==> config.mk <==
export PLATFORM = sky130hd
export DESIGN_NAME = rif_rr_arbiter_flat
export DESIGN_NICKNAME = d
export VERILOG_FILES = /design/src/rtl/rif_rr_arbiter_pkg.sv /design/src/rtl/rif_rr_arbiter_if.sv /design/src/rtl/rif_rr_arbiter_rr_arbiter.sv /design/src/rtl/rif_rr_arbiter.sv /design/src/flat_wrapper.sv
export SDC_FILE = /design/constraint.sdc
export NUM_CORES = 1
export LEC_CHECK = 0
export ABC_AREA = 1
export CORE_MARGIN = 1.5
export CORE_UTILIZATION = 50
export CTS_CLUSTER_DIAMETER = 80
export DETAILED_ROUTE_END_ITERATION = 6
export DONT_BUFFER_PORTS = 1
export PLACE_DENSITY_LB_ADDON = 0.25
export SLEW_MARGIN = 20
export SYNTH_ARGS = -nofsm -noshare
export SYNTH_HDL_FRONTEND = slang
export SYNTH_SLANG_ARGS = --single-unit
==> constraint.sdc <==
create_clock -name HCLK -period 1.47 [get_ports HCLK]
set_input_delay 0.294 -clock HCLK [delete_from_list [all_inputs] [get_ports HCLK]]
set_output_delay 0.294 -clock HCLK [all_outputs]
set_load 0.1 [all_outputs]
### Drive-strength map

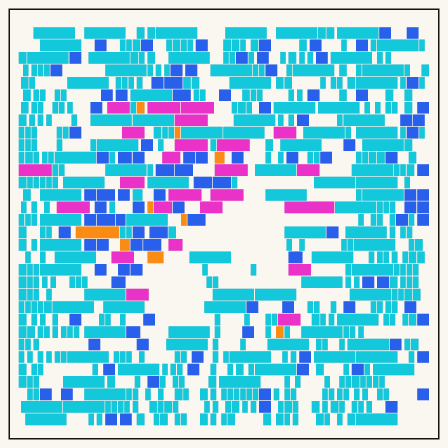
legend:
  x3 and x4:
    color: blue
    cells: 109
    share: 17%
    most_used: buf_4
  x2:
    color: orange
    cells: 9
    share: 1.4%
    most_used: inv_2
  x6 and larger:
    color: magenta
    cells: 24
    share: 3.8%
  x1 and smaller:
    color: cyan
    cells: 487
    share: 77%
    most_used: nand2_1
worst-case setup margin in the final layout: -0.227 ns
area delta synth->final: 27.3%
Post-Layout Inst Area: 0.00520 mm²
Non-Clock Buffer Count: 104

### Close-up of the layout

Region (60, 60) to (80, 80) µm. Cells in gray, sequential cells in the stronger gray; small squares are vias.
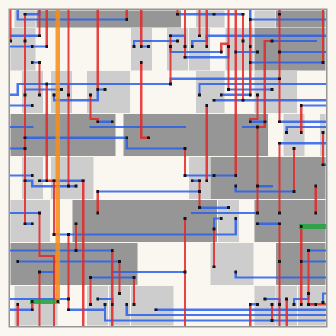
legend:
  M3:
    color: green
  M2:
    color: red
  M1:
    color: blue
  M4:
    color: orange
cells with their middle in the window: 29
most frequent: nand2_1 (13), buf_4 (6), dfrtp_1 (5)
sequential cells in the window: 5

### Cell placement

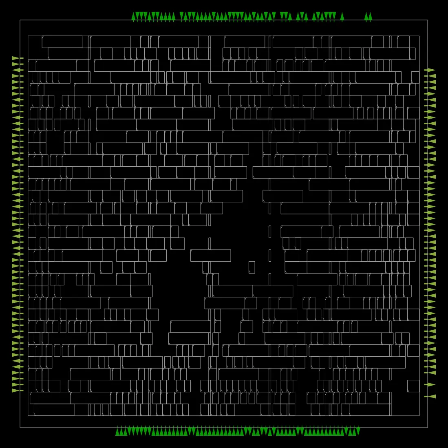
number of fillers in the final layout: 682
area inside the core boundary: 0.00781 mm²
share of the core filled with cells in the final layout: 66.7%

### Pin map

Bar = 20 µm. Pins as bars across the die edge, other pins in gray.
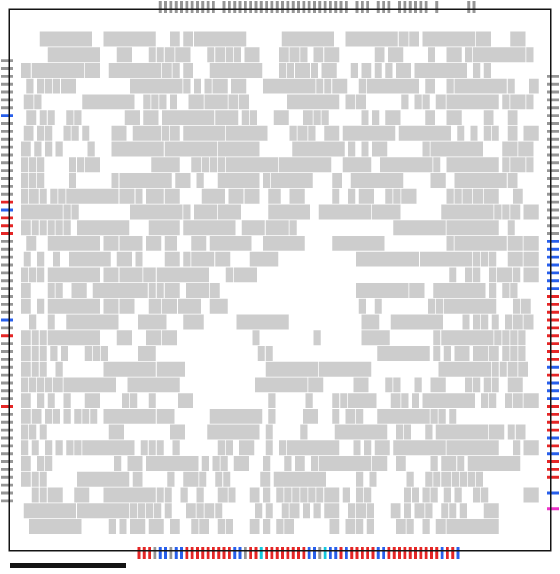
legend:
  HRESETn:
    color: magenta
    pins: 1
    direction: input
    edge: right
  bus_req_wdata:
    color: red
    pins: 64
    direction: input
    edge: 40 bottom, 18 right, 6 left
  bus_rif_wdata:
    color: blue
    pins: 32
    direction: output
    edge: 15 bottom, 14 right, 3 left
  bus_req_write:
    color: cyan
    pins: 2
    direction: input
    edge: bottom
port buffer count: 0
Die Height: 93.4 µm
chip width: 93.4 µm

==> results.json <==
{
  "openroad.warnings": 31,
  "fp-row-count": 32,
  "htree_num_levels": 3,
  "dr_wl_met3_um": 796,
  "globalRouteMet1Util_pct": 27.6,
  "area_of_placed_instances_mm2": 0.00490,
  "status": "complete, but fails checks",
  "worstHoldPathType": "in -> async",
  "wl_met1_mm": 4.07,
  "min_period_ns": 1.70,
  "grt_pass1_wl_mm": 16.9,
  "maximum_clock_frequency_ghz": 0.589,
  "slowest_stage": "sky130_fd_sc_hd__dfrtp_1",
  "final_setup_violation_count": 7,
  "finalHoldViolations": 86,
  "route.met2.wl_mm": 5.26,
  "number_of_violations_reported_at_the_end_of_detailed_routing_iteration_0": 212,
  "number_of_warning_messages_in_the_yosys_log": 0,
  "cp_top_family": "flip-flops",
  "routabilityCongestion": 0.833,
  "yosysUniqueCellTypes": 19,
  "violated_checks": "hold timing, setup timing",
  "worst_hold_slack_ns": -0.368,
  "final_cell_mix": "sky130_fd_sc_hd__nand2_1 (314), sky130_fd_sc_hd__buf_4 (92), sky130_fd_sc_hd__dfrtp_1 (85)",
  "vdd.ir_drop.worst_v": 0.000997,
  "setup_repair_after_global_routing_missed_its_margin": "true",
  "p_leak_nw": 2.97,
  "globalRouteTotalUtil_pct": 24.5,
  "cp_common_cell": "sky130_fd_sc_hd__nor2_4",
  "non_filler_instances": 731,
  "synth-seq-cells": 86,
  "finClkSkew_ns": 0.0112,
  "postRouteWirelength_mm": 10.4,
  "timing.final.ws_setup_ns": -0.227,
  "met3_usage_grt_pct": 4.55,
  "grt_antenna_before_repair": 0,
  "yosys.stat.seqShare_pct": 52.7
}
cells by family (layout without fill, tap and decap cells):
group | Yosys count | after routing | share of synthesized area (%)
AND/OR/NAND/NOR | 411 | 411 | 40.7
buffers and inverters | 45 | 130 | 6.34
AND-OR/OR-AND | 2 | 2 | 0.245
flip-flops | 86 | 86 | 52.7
final cells by class:
cell class	instances	area, µm²	share of cell area, %
Timing Repair Buffer	104	908	17.5
Clock buffer	9	124	2.38
Sequential cell	86	2150	41.4
Multi-Input combinational cell	413	1770	34.0
Clock inverter	7	75.1	1.44
Inverter	10	48.8	0.938
Tap cell	102	128	2.45
report_power, final:
group          total [mW]  internal (mW)  leakage [nW]  switching, mW
sequential           3.15           2.93          1.10          0.221
clock                1.64          0.791         0.103          0.845
combinational        6.48           1.21          1.77           5.27
Power is estimated from default activity; no workload was simulated.
